<file path="src/rtl/rx_cmd_pkg.sv">
// -----------------------------------------------------------------------------
// rx_cmd_pkg
// Shared definitions for the serial command decoder:
//   - command byte values that open a frame
//   - Cmd_op encodings seen by the command consumer
//   - FSM state encoding
//   - decode_cmd(): maps a command byte to its op and first field state
//   - timer_width(): counter width able to hold a given timeout value
// -----------------------------------------------------------------------------
package rx_cmd_pkg;

    // Command bytes that start a frame
    localparam logic [7:0] CMD_BYTE_WR      = 8'hAA;
    localparam logic [7:0] CMD_BYTE_RD      = 8'hBB;
    localparam logic [7:0] CMD_BYTE_ALU     = 8'hCC;
    localparam logic [7:0] CMD_BYTE_ALU_NOP = 8'hDD;

    // Operation encoding presented on Cmd_op
    typedef enum logic [1:0] {
        OP_WR      = 2'b00,
        OP_RD      = 2'b01,
        OP_ALU     = 2'b10,
        OP_ALU_NOP = 2'b11
    } cmd_op_e;

    // Decoder FSM states
    typedef enum logic [2:0] {
        IDLE     = 3'd0,
        GET_ADDR = 3'd1,
        GET_DATA = 3'd2,
        GET_OPA  = 3'd3,
        GET_OPB  = 3'd4,
        GET_FUNC = 3'd5,
        ISSUE    = 3'd6
    } state_e;

    // Result of looking up a command byte
    typedef struct packed {
        logic    known;        // byte is one of the four command bytes
        cmd_op_e op;           // operation it selects
        state_e  first_state;  // first field state of the frame
    } cmd_decode_t;

    function automatic cmd_decode_t decode_cmd(input logic [7:0] cmd_byte);
        cmd_decode_t d;
        d.known       = 1'b1;
        d.op          = OP_WR;
        d.first_state = IDLE;
        case (cmd_byte)
            CMD_BYTE_WR: begin
                d.op          = OP_WR;
                d.first_state = GET_ADDR;
            end
            CMD_BYTE_RD: begin
                d.op          = OP_RD;
                d.first_state = GET_ADDR;
            end
            CMD_BYTE_ALU: begin
                d.op          = OP_ALU;
                d.first_state = GET_OPA;
            end
            CMD_BYTE_ALU_NOP: begin
                d.op          = OP_ALU_NOP;
                d.first_state = GET_FUNC;
            end
            default: begin
                d.known = 1'b0;
            end
        endcase
        return d;
    endfunction

    // Bits needed to count from 0 up to and including max_count (at least 1)
    function automatic int timer_width(input int max_count);
        int w;
        w = $clog2(max_count + 1);
        if (w < 1) begin
            w = 1;
        end
        return w;
    endfunction

endpackage

</file>
<file path="src/rtl/frame_timer.sv">
// -----------------------------------------------------------------------------
// frame_timer
// Inter-byte idle counter for the command decoder. Counts enabled cycles
// since the last clear and saturates at Timeout, so a long stall never wraps
// back to a small value and hides the timeout.
//
// Ports
//   CLK      in   clock
//   Reset    in   synchronous active-low reset, clears the count
//   clear    in   restart counting from 0 (has priority over enable)
//   enable   in   count this cycle
//   expired  out  count has reached Timeout while counting is enabled
// -----------------------------------------------------------------------------
module frame_timer
    import rx_cmd_pkg::*;
#(
    parameter int Timeout = 255
) (
    input  logic CLK,
    input  logic Reset,
    input  logic clear,
    input  logic enable,
    output logic expired
);

    localparam int CntWidth = timer_width(Timeout);
    localparam logic [CntWidth-1:0] CountMax = CntWidth'(Timeout);

    logic [CntWidth-1:0] count_reg;

    always_ff @(posedge CLK) begin
        if (!Reset) begin
            count_reg <= '0;
        end else if (clear) begin
            count_reg <= '0;
        end else if (enable && (count_reg != CountMax)) begin
            count_reg <= count_reg + 1'b1;
        end
    end

    // Gated with enable so a stale saturated count outside a frame is inert.
    assign expired = enable && (count_reg == CountMax);

endmodule

</file>
<file path="src/rtl/rx_cmd_decoder.sv">
// -----------------------------------------------------------------------------
// rx_cmd_decoder
// Assembles multi-byte command frames from a byte stream into a single
// decoded command with a valid/ready handshake.
//
// Frames (first byte is the command byte):
//   0xAA addr data        -> WR       (Cmd_op 00)
//   0xBB addr             -> RD       (Cmd_op 01)
//   0xCC opA opB func     -> ALU_OP   (Cmd_op 10)
//   0xDD func             -> ALU_NOP  (Cmd_op 11)
//
// Ports
//   CLK        in   clock
//   Reset      in   synchronous active-low reset
//   RX_data    in   received byte, Width bits
//   RX_valid   in   one-cycle strobe qualifying RX_data
//   Cmd_ready  in   consumer accepts the pending command
//   Cmd_valid  out  decoded command pending
//   Cmd_op     out  operation (see above)
//   Cmd_addr   out  register address, low Addr_Width bits of the address byte
//   Cmd_data   out  write data
//   Cmd_opA    out  ALU operand A
//   Cmd_opB    out  ALU operand B
//   Cmd_func   out  ALU function, low nibble of the function byte
//   Frame_err  out  one-cycle pulse: unknown command byte or inter-byte timeout
//   Ovf_err    out  one-cycle pulse: byte dropped while a command is pending
//
// Field registers only change when their own byte arrives, so fields that
// the current op does not use keep whatever the previous command left there.
// Width must be at least 8 so that the command bytes fit the bus.
// -----------------------------------------------------------------------------
module rx_cmd_decoder
    import rx_cmd_pkg::*;
#(
    parameter int Width      = 8,
    parameter int Addr_Width = 4,
    parameter int Timeout    = 255
) (
    input  logic                  CLK,
    input  logic                  Reset,
    input  logic [Width-1:0]      RX_data,
    input  logic                  RX_valid,
    input  logic                  Cmd_ready,
    output logic                  Cmd_valid,
    output logic [1:0]            Cmd_op,
    output logic [Addr_Width-1:0] Cmd_addr,
    output logic [Width-1:0]      Cmd_data,
    output logic [Width-1:0]      Cmd_opA,
    output logic [Width-1:0]      Cmd_opB,
    output logic [3:0]            Cmd_func,
    output logic                  Frame_err,
    output logic                  Ovf_err
);

    state_e      state_reg;
    cmd_decode_t cmd_dec;
    logic        in_field;
    logic        timer_clear;
    logic        timer_expired;
    logic        frame_abort;

    assign cmd_dec  = decode_cmd(RX_data[7:0]);
    assign in_field = (state_reg inside {GET_ADDR, GET_DATA, GET_OPA, GET_OPB, GET_FUNC});

    // The timer only runs while collecting field bytes. Holding it cleared
    // in IDLE and ISSUE means it always starts from 0 at the first field.
    assign timer_clear = RX_valid || !in_field;

    frame_timer #(
        .Timeout (Timeout)
    ) u_frame_timer (
        .CLK     (CLK),
        .Reset   (Reset),
        .clear   (timer_clear),
        .enable  (in_field),
        .expired (timer_expired)
    );

    // A byte landing in the expiry cycle still counts, so only a silent
    // expiry cycle aborts the frame.
    assign frame_abort = in_field && timer_expired && !RX_valid;

    always_ff @(posedge CLK) begin
        if (!Reset) begin
            state_reg <= IDLE;
            Cmd_valid <= 1'b0;
            Cmd_op    <= 2'b00;
            Cmd_addr  <= '0;
            Cmd_data  <= '0;
            Cmd_opA   <= '0;
            Cmd_opB   <= '0;
            Cmd_func  <= '0;
            Frame_err <= 1'b0;
            Ovf_err   <= 1'b0;
        end else begin
            Frame_err <= 1'b0;
            Ovf_err   <= 1'b0;

            if (frame_abort) begin
                Frame_err <= 1'b1;
                state_reg <= IDLE;
            end else begin
                case (state_reg)
                    // ISSUE shares the IDLE path once the handshake completes
                    // so a byte arriving with Cmd_ready starts the next frame
                    // without a dead cycle.
                    IDLE, ISSUE: begin
                        if ((state_reg == ISSUE) && !Cmd_ready) begin
                            if (RX_valid) begin
                                Ovf_err <= 1'b1;
                            end
                        end else begin
                            Cmd_valid <= 1'b0;
                            state_reg <= IDLE;
                            if (RX_valid) begin
                                if (cmd_dec.known) begin
                                    Cmd_op    <= cmd_dec.op;
                                    state_reg <= cmd_dec.first_state;
                                end else begin
                                    Frame_err <= 1'b1;
                                end
                            end
                        end
                    end

                    GET_ADDR: begin
                        if (RX_valid) begin
                            Cmd_addr <= RX_data[Addr_Width-1:0];
                            if (Cmd_op == OP_WR) begin
                                state_reg <= GET_DATA;
                            end else begin
                                state_reg <= ISSUE;
                                Cmd_valid <= 1'b1;
                            end
                        end
                    end

                    GET_DATA: begin
                        if (RX_valid) begin
                            Cmd_data  <= RX_data;
                            state_reg <= ISSUE;
                            Cmd_valid <= 1'b1;
                        end
                    end

                    GET_OPA: begin
                        if (RX_valid) begin
                            Cmd_opA   <= RX_data;
                            state_reg <= GET_OPB;
                        end
                    end

                    GET_OPB: begin
                        if (RX_valid) begin
                            Cmd_opB   <= RX_data;
                            state_reg <= GET_FUNC;
                        end
                    end

                    GET_FUNC: begin
                        if (RX_valid) begin
                            Cmd_func  <= RX_data[3:0];
                            state_reg <= ISSUE;
                            Cmd_valid <= 1'b1;
                        end
                    end

                    default: begin
                        state_reg <= IDLE;
                        Cmd_valid <= 1'b0;
                    end
                endcase
            end
        end
    end

endmodule

</file>
<file path="config.mk">
export PLATFORM = sky130hd
export DESIGN_NAME = rx_cmd_decoder
export DESIGN_NICKNAME = d
export VERILOG_FILES = /design/src/rtl/rx_cmd_pkg.sv /design/src/rtl/frame_timer.sv /design/src/rtl/rx_cmd_decoder.sv
export SDC_FILE = /design/constraint.sdc
export NUM_CORES = 1
export LEC_CHECK = 0
export CORE_MARGIN = 3
export CORE_UTILIZATION = 49
export DETAILED_ROUTE_END_ITERATION = 8
export PLACE_DENSITY = 0.79
export REMOVE_ABC_BUFFERS = 1
export SYNTH_ARGS = -nofsm -noshare
export SYNTH_HDL_FRONTEND = slang
export SYNTH_SLANG_ARGS = --single-unit
</file>
<file path="constraint.sdc">
create_clock -name CLK -period 2.16 [get_ports CLK]
set_input_delay 0.432 -clock CLK [delete_from_list [all_inputs] [get_ports CLK]]
set_output_delay 0.432 -clock CLK [all_outputs]
set_load 0.01 [all_outputs]
</file>
==> results.txt, run 1 <==
Item: results of the latest flow run.

- The flow ran to the end, and the final reports show no timing, DRC or antenna violations.
- The number of placed instances, taps included, is 346.
- Data arrives at the worst endpoint at 2060 ps.
- STA classifies the critical path startpoint as a flop.
- The number of instances on the worst hold path is 2.
- The share of synthesized area in the top cell type comes to 0.456.
- The routed metal-1 wire length is 2.55 mm.
- The worst setup path is captured at a flop.
- The instance area at placement is 2690 um2.
- Per the GRT congestion report, total overflow comes to 0.
- Once synthesis finished, the tally of register bits stood at 48.
- TritonCTS built the clock tree.
- The area overhead of the layout relative to synthesis is 33.2%.
- The count of buffers from port buffering is 48.
- The number of inserted filler cells in the final layout is 343.
- For the combinational group, total power comes out at 600 uW.
- The top routing layer in use is met4.
- The worst clock skew is 4.64 ps.
- In the global route stage, met2 resource usage came out at 0.316.
- The total area inside the core boundary comes to 4090 um2.
- The max-slew check reports its worst relative slack as 0.705.
- The number of buffers other than clock buffers in the final layout is 63.
- The multi-input combinational cell area is 1060 um2.
- Of the total power, the share spent switching nets is 0.314.
- The power report attributes to the clock group a share of 0.294.
- The tightest hold path in the finished design has a slack of 459 ps.
- The count of nets left with antenna violations once routing finished came out at 0.
- The synthesized netlist contains 42 unique library cells.
- The setup TNS is 0 ps.
- Per the OpenROAD floorplan log, the height of the die is 71.6 um.
- The routability congestion estimate from global placement is 0.943.
- The post-placement worst setup slack is 69.5 ps.
- The share of synthesized area occupied by flip-flops and latches is 0.456.
- The number of non-clock inverters is 4.
- The number of synthesized flops with an enable pin is 0.
- The clock tree cell share of total cell area is 0.0410.
- The worst-case reg-to-reg setup slack stands at 330 ps.
- The number of clock buffers in the layout is 5.
- The report lists the cells along the critical path as or3_2 -> nand2_1 -> or4_1 -> a21oi_1.
- The timing endpoint of the critical path is u_frame_timer.count_reg[3].
- Wire segments on met3 add up to 358 um in the final route.
- The class of the tightest hold or removal check is flop to flop.
- The wire length of the first global-routing pass is 8.68 mm.
- OpenSTA lists the critical path startpoint as state_reg[2].
- The OpenROAD report gives the critical path a required time of 2390 ps.
- The launch point of the worst register-to-register path is recorded as state_reg[2].
- The warning total across the stage logs is 25.
- The initial detailed-routing violation count is 193.
- The sequential cell area in the final layout is 961 um2.
- The initial antenna violation count is 0.
- The final instance area is 2810 um2.
- The end-of-flow timing check tallies setup violations at 0.
- The cell class with the largest area share is multi-input combinational cells.
- The count of antenna diodes in the layout is 0.
- The number of hold violations in the final report is 0.
- The number of synthesis warnings is 0.
- In the global route stage, overall resource usage came out at 0.215.
- The main area contributors are sky130_fd_sc_hd__dfxtp_1 46%, sky130_fd_sc_hd__mux2i_1 8.5%, sky130_fd_sc_hd__nand2_1 7.8%, sky130_fd_sc_hd__a21oi_1 6.4%, sky130_fd_sc_hd__nor2_1 3.9%.
- The yosys-reported design area after synthesis is 2110 um2.
- The cell type that accounts for the most area after synthesis is sky130_fd_sc_hd__dfxtp_1.
- The die outline width is 71.6 um.
- The highest-utilization routing layer at the global route stage is met2.
- The timing report shows that the slowest cell on the worst path is sky130_fd_sc_hd__dfxtp_1.
- The synthesis run shows the most used standard cells to be 48 x sky130_fd_sc_hd__dfxtp_1, 44 x sky130_fd_sc_hd__nand2_1, 27 x sky130_fd_sc_hd__a21oi_1.
- The clock slew at the register clock pins of the worst setup and hold paths is 90 ps.
- In this run, the synthesized area fraction spent on and/or/nand/nor cells is recorded as 0.253.
- The overall via count from detail_route is 1,964.
- Entering global routing, the biggest net connects 28 pins.
- The worst path buffer plus inverter count is 0.
- The number of cell instances after yosys synthesis is 248.
- The gate count after technology mapping is 248.
Run 1, track usage over the die:
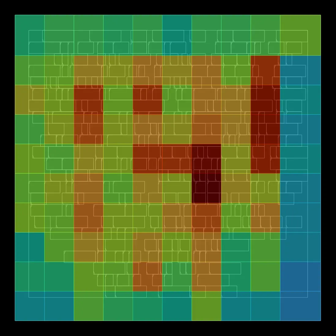
GRT met1 Usage: 0.310
final core utilization: 0.687
average wire per cell in the routed design: 15.3 um

Run 1, placed cells, one colour a class:
Scale bar: 20 um.
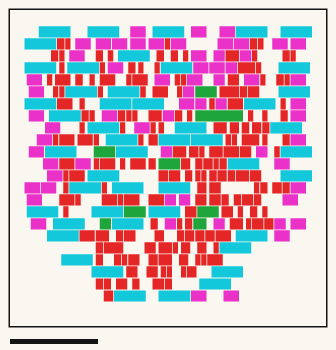
Red is combinational and other logic, cells 185. Cyan is sequential cells, cells 48. Green is clock drivers and dummy loads, cells 8. Magenta is remaining buffers and delay cells, cells 63.

Run 1, wires at chosen ports, followed through buffers:
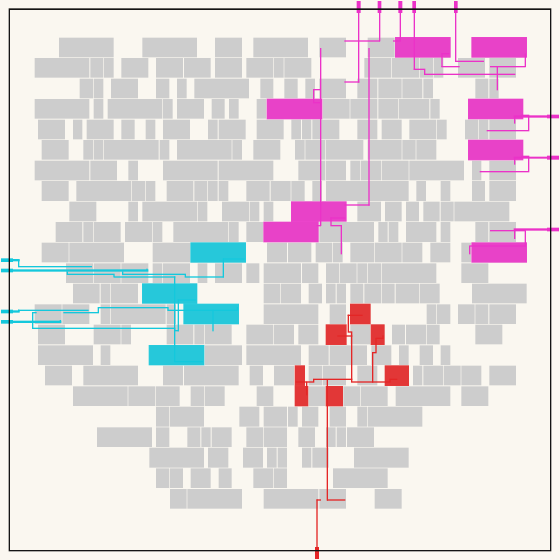
Cyan is Cmd_func, bits 4, direction output, end cells 4, buffers 4, wire 150 um. Red is Reset, bits 1, direction input, end cells 7, buffers 1, wire 61.2 um. Magenta is Cmd_opA, bits 8, direction output, end cells 8, buffers 8, wire 179 um.

==> run 1 -> run 2 <==
==> constraint.sdc (replaced) <==
create_clock -name CLK -period 1.75 [get_ports CLK]
set_input_delay 0.35 -clock CLK [delete_from_list [all_inputs] [get_ports CLK]]
set_output_delay 0.35 -clock CLK [all_outputs]
set_load 0.01 [all_outputs]
Run 2, wires at chosen ports, followed through buffers:
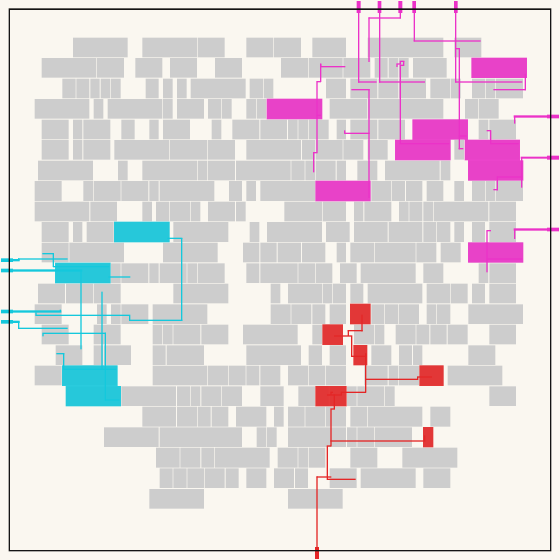
Magenta is Cmd_opA, bits 8, direction output, end cells 8, buffers 8, wire 188 um. Cyan is Cmd_func, bits 4, direction output, end cells 4, buffers 4, wire 127 um. Red is Reset, bits 1, direction input, end cells 7, buffers 1, wire 71.8 um.

Run 2, placed cells, one colour a class:
Scale bar: 20 um.
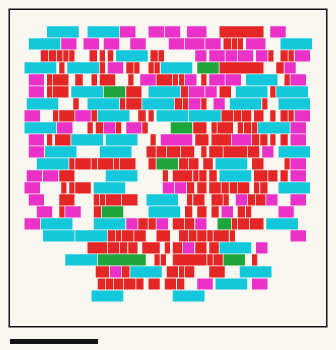
Magenta is remaining buffers and delay cells, cells 70. Red is combinational and other logic, cells 185. Cyan is sequential cells, cells 48. Green is clock drivers and dummy loads, cells 8.

==> run 2 against run 1 <==
- non-clock buffer count grew 7
- critical endpoint unchanged
- largest cell class unchanged
- clock-buffer cell count grew 1
- sequential cell count is the same
- die size is the same
- setup slack lost 270 ps
- register-to-register slack lost 270 ps
==> results.txt, run 2 <==
Item: results of the latest flow run.

- The critical path data required time is 1980 ps (was 2390 ps).
- The gate count after technology mapping is 248 (unchanged).
- The count of antenna diodes in the layout was 0 (unchanged).
- The kind of end point of the critical path was a flop (unchanged).
- The number of non-clock inverters is 4 (unchanged).
- The global-route usage over all layers was 0.212 (was 0.215).
- The height of the die is 71.6 um (unchanged).
- The area overhead of the layout relative to synthesis was 40.1% (was 33.2%).
- The number of cell instances after yosys synthesis is 248 (unchanged).
- The met2 usage in global routing is 0.305 (was 0.316).
- The tightest slew margin relative to the limit is 0.750 (was 0.705).
- The routability congestion estimate from global placement came to 0.947 (was 0.943).
- The startpoint of the lowest-slack register-to-register path was u_frame_timer.count_reg[0] (was state_reg[2]).
- The cell class with the largest area share is multi-input combinational cells (unchanged).
- The worst clock skew is 6.76 ps (was 4.64 ps).
- The data arrival at the endpoint of the critical path is 1910 ps (was 2060 ps).
- The number of buffers other than clock buffers in the final layout is 70 (was 63).
- The share of the synthesized area in the top cell type is 0.456 (unchanged).
- The count of endpoints failing setup in the final report was 0 (unchanged).
- The number of synthesis warnings came to 0 (unchanged).
- The number of instances on the worst hold path is 3 (was 2).
- The post-placement worst setup slack is -273 ps (was 69.5 ps).
- The post-synthesis share of cell area spent on and, or, nand and nor gates came to 0.253 (unchanged).
- The multi-input combinational cell area is 1120 um2 (was 1060 um2).
- The remaining global-route overflow is 0 (unchanged).
- The setup TNS is 0 ps (unchanged).
- The final instance area is 2950 um2 (was 2810 um2).
- The timing endpoint of the critical path is u_frame_timer.count_reg[3] (unchanged).
- The count of cell types in the netlist is 42 (unchanged).
- The flop-to-flop setup slack was 70 ps (was 330 ps).
- The post-route antenna net violation count is 0 (unchanged).
- The routed metal-1 wire length was 2.54 mm (was 2.55 mm).
- The wire length of the first global-routing pass is 8.63 mm (was 8.68 mm).
- Ranking of synthesized cells by instance count: 48 x sky130_fd_sc_hd__dfxtp_1, 44 x sky130_fd_sc_hd__nand2_1, 27 x sky130_fd_sc_hd__a21oi_1 (unchanged).
- The post-placement cell count is 353 (was 346).
- The standard cell with the maximum stage delay on the critical path is sky130_fd_sc_hd__or4_1 (was sky130_fd_sc_hd__dfxtp_1).
- The initial detailed-routing violation count is 233 (was 193).
- The maximum number of pins on one net before global-route repair came to 37 (was 28).
- Result of the run: completed (unchanged).
- The worst hold margin is 426 ps (was 459 ps).
- The CTS tree is done (unchanged).
- The overall via count from detail_route is 2,006 (was 1,964).
- The number of clock buffers in the layout is 6 (was 5).
- The met1 usage was 0.306 (was 0.310).
- The die outline width came to 71.6 um (unchanged).
- The highest-utilization routing layer at the global route stage is met1 (was met2).
- Crit path cell chain: ha_1 -> and2_1 -> and4_4 -> or4_1 -> a21oi_1 (was or3_2 -> nand2_1 -> or4_1 -> a21oi_1).
- The fraction of the core area covered by cells at the end of the flow is 0.723 (was 0.687).
- The number of hold violations in the final report is 0 (unchanged).
- The worst setup path startpoint is u_frame_timer.count_reg[0] (was state_reg[2]).
- The top routing layer in use was met4 (unchanged).
- The yosys-reported design area after synthesis is 2110 um2 (unchanged).
- The sequential cell area in the final layout came to 961 um2 (unchanged).
- The count of buffers from port buffering is 48 (unchanged).
- The wire length per cell is 14.8 um (was 15.3 um).
- The switching share of power came to 0.302 (was 0.314).
- The total of flip-flops plus latches after synthesis is 48 (unchanged).
- The part of the power in the clock network came to 0.286 (was 0.294).
- The clock tree cell share of total cell area came to 0.0411 (was 0.0410).
==> run 2 -> run 3 <==
--- a/config.mk
+++ b/config.mk
@@ -6,10 +6,11 @@
 export NUM_CORES = 1
 export LEC_CHECK = 0
 export CORE_MARGIN = 3
-export CORE_UTILIZATION = 49
+export CORE_UTILIZATION = 30
 export DETAILED_ROUTE_END_ITERATION = 8
-export PLACE_DENSITY = 0.79
+export PLACE_DENSITY = 0.53
 export REMOVE_ABC_BUFFERS = 1
 export SYNTH_ARGS = -nofsm -noshare
 export SYNTH_HDL_FRONTEND = slang
 export SYNTH_SLANG_ARGS = --single-unit
+export TNS_END_PERCENT = 10
Run 3, placed cells, one colour a class:
Scale bar: 20 um.
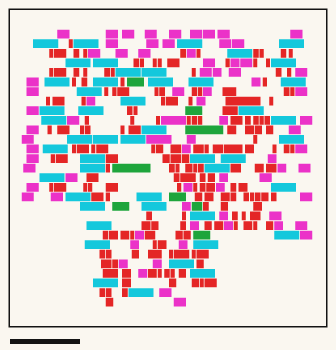
Magenta is remaining buffers and delay cells, cells 76. Green is clock drivers and dummy loads, cells 8. Cyan is sequential cells, cells 48. Red is combinational and other logic, cells 185.

Run 3, cells by drive strength:
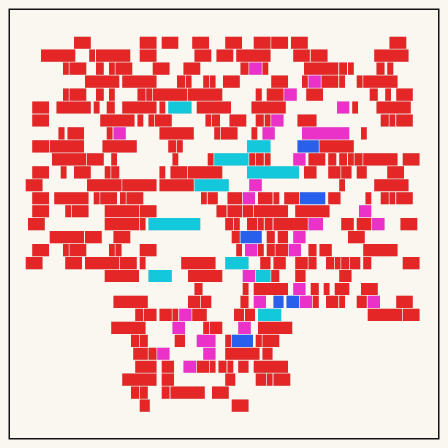
Magenta is _3 and _4 cells, cells 29. Blue is _2 cells, cells 6. Red is _0 and _1 cells, cells 272. Cyan is _6 and larger, cells 10.

==> run 3 against run 2 <==
- power up 6.4%
- synthesized cell count unchanged
- utilization fell by 26 points
- non-clock buffer count is 6 higher
- combinational power rose by 5.8%
- sequential share of layout area is 0.99 points lower
- via count shrank 2.4%
==> results.txt, run 3 <==
Item: results of the latest flow run.

- The switching share of power is 0.295 (was 0.302).
- The cell class with the largest area share is multi-input combinational cells (unchanged).
- The number of cell instances after yosys synthesis is 248 (unchanged).
- The worst path buffer plus inverter count is 1 (was 0).
- The number of inserted filler cells in the final layout is 646 (was 310).
- The count of cell types in the netlist is 42 (unchanged).
- The final instance area is 3050 um2 (was 2950 um2).
- The sort of element at the start of the critical path is an input port (was flop).
- The global-route usage over all layers is 0.138 (was 0.212).
- The share of synthesized area occupied by flip-flops and latches came to 0.456 (unchanged).
- The part of the power in the clock network is 0.312 (was 0.286).
- The gate count after technology mapping was 248 (unchanged).
- The met3 wirelength from detailed routing came to 286 um (was 324 um).
- The area overhead of the layout relative to synthesis is 44.5% (was 40.1%).
- The routability congestion estimate from global placement is 0.834 (was 0.947).
- The class of the tightest hold or removal check is flop to flop (was input port to flop).
- The wire length of the first global-routing pass came to 8.99 mm (was 8.63 mm).
- The maximum number of pins on one net before global-route repair is 37 (unchanged).
- The clock tree cell share of total cell area is 0.0452 (was 0.0411).
- The clock slew at the register clock pins of the worst setup and hold paths is 100 ps (was 90 ps).
- Crit path cell chain: clkdlybuf4s50_1 -> nand4bb_1 -> a211oi_2 -> or4b_1 -> a21oi_1 (was ha_1 -> and2_1 -> and4_4 -> or4_1 -> a21oi_1).
- The worst-case setup margin in the final layout is 41.0 ps (was 67.7 ps).
- The worst hold margin is 456 ps (was 426 ps).
- The count of endpoints failing setup in the final report is 0 (unchanged).
- The number of clock buffers in the layout is 5 (was 6).
- The number of buffers other than clock buffers in the final layout was 76 (was 70).
- The kind of end point of the critical path is a flop (unchanged).
- The worst clock skew is 11.8 ps (was 6.76 ps).
- The initial detailed-routing violation count is 87 (was 233).
- The setup TNS is 0 ps (unchanged).
- The power in combinational cells is 925 uW (was 874 uW).
- The number of instances on the worst hold path is 2 (was 3).
- The number of synthesis warnings is 0 (unchanged).
- The highest-utilization routing layer at the global route stage is met2 (was met1).
- The met2 usage in global routing is 0.210 (was 0.305).
- The data arrival at the endpoint of the critical path was 1950 ps (was 1910 ps).
- The worst setup path startpoint is RX_data[2] (was u_frame_timer.count_reg[0]).
- The met1 usage was 0.191 (was 0.306).
- The core area is 6570 um2 (was 4090 um2).
- The post-placement cell count is 402 (was 353).
- The count of antenna diodes in the layout is 0 (unchanged).
- The critical path data required time is 2000 ps (was 1980 ps).
- The cell type with the largest total area after synthesis is sky130_fd_sc_hd__dfxtp_1 (unchanged).
- Result of the run: completed (unchanged).
- Top cells by area in the synthesized netlist: sky130_fd_sc_hd__dfxtp_1 46%, sky130_fd_sc_hd__mux2i_1 8.5%, sky130_fd_sc_hd__nand2_1 7.8%, sky130_fd_sc_hd__a21oi_1 6.4%, sky130_fd_sc_hd__nor2_1 3.9% (unchanged).
- The number of synthesized flops with an enable pin is 0 (unchanged).
- The routed metal-1 wire length is 2.77 mm (was 2.54 mm).
- The multi-input combinational cell area is 1100 um2 (was 1120 um2).
- The post-synthesis share of cell area spent on and, or, nand and nor gates was 0.253 (unchanged).
- The CTS tree is done (unchanged).
- The number of hold violations in the final report was 0 (unchanged).
- The number of non-clock inverters came to 4 (unchanged).
- The total of flip-flops plus latches after synthesis came to 48 (unchanged).
- The initial antenna violation count is 0 (unchanged).
- The die outline width is 89.8 um (was 71.6 um).
- The flop-to-flop setup slack is 100 ps (was 70 ps).
- Ranking of synthesized cells by instance count: 48 x sky130_fd_sc_hd__dfxtp_1, 44 x sky130_fd_sc_hd__nand2_1, 27 x sky130_fd_sc_hd__a21oi_1 (unchanged).
- The warning total across the stage logs is 26 (was 25).
- The count of buffers from port buffering is 48 (unchanged).

## Gallery

Wiring heat map.
Plate I
Scale bar: 20 um. The die is cut into 18 by 18 equal tiles; dark purple is low, yellow is high, scaled to the fullest tile. Values are wire area over tile area, all layers added.
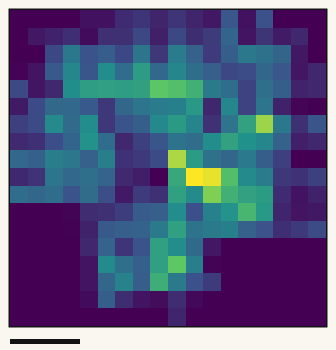
Plate II
Scale bar: 20 um. The die is cut into 14 by 14 equal tiles; dark purple is low, yellow is high, scaled to the fullest tile. Values are wire area over tile area, all layers added.
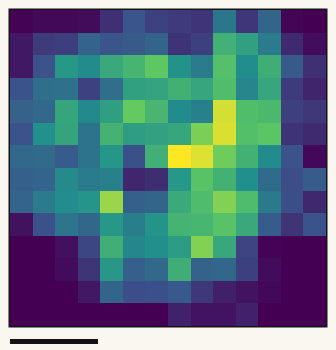
For run 3, see Plate I.
For run 2, see Plate II.
Of these, largest die: Plate I

Power figures rest on the tool's default switching activity, not on a simulated workload.
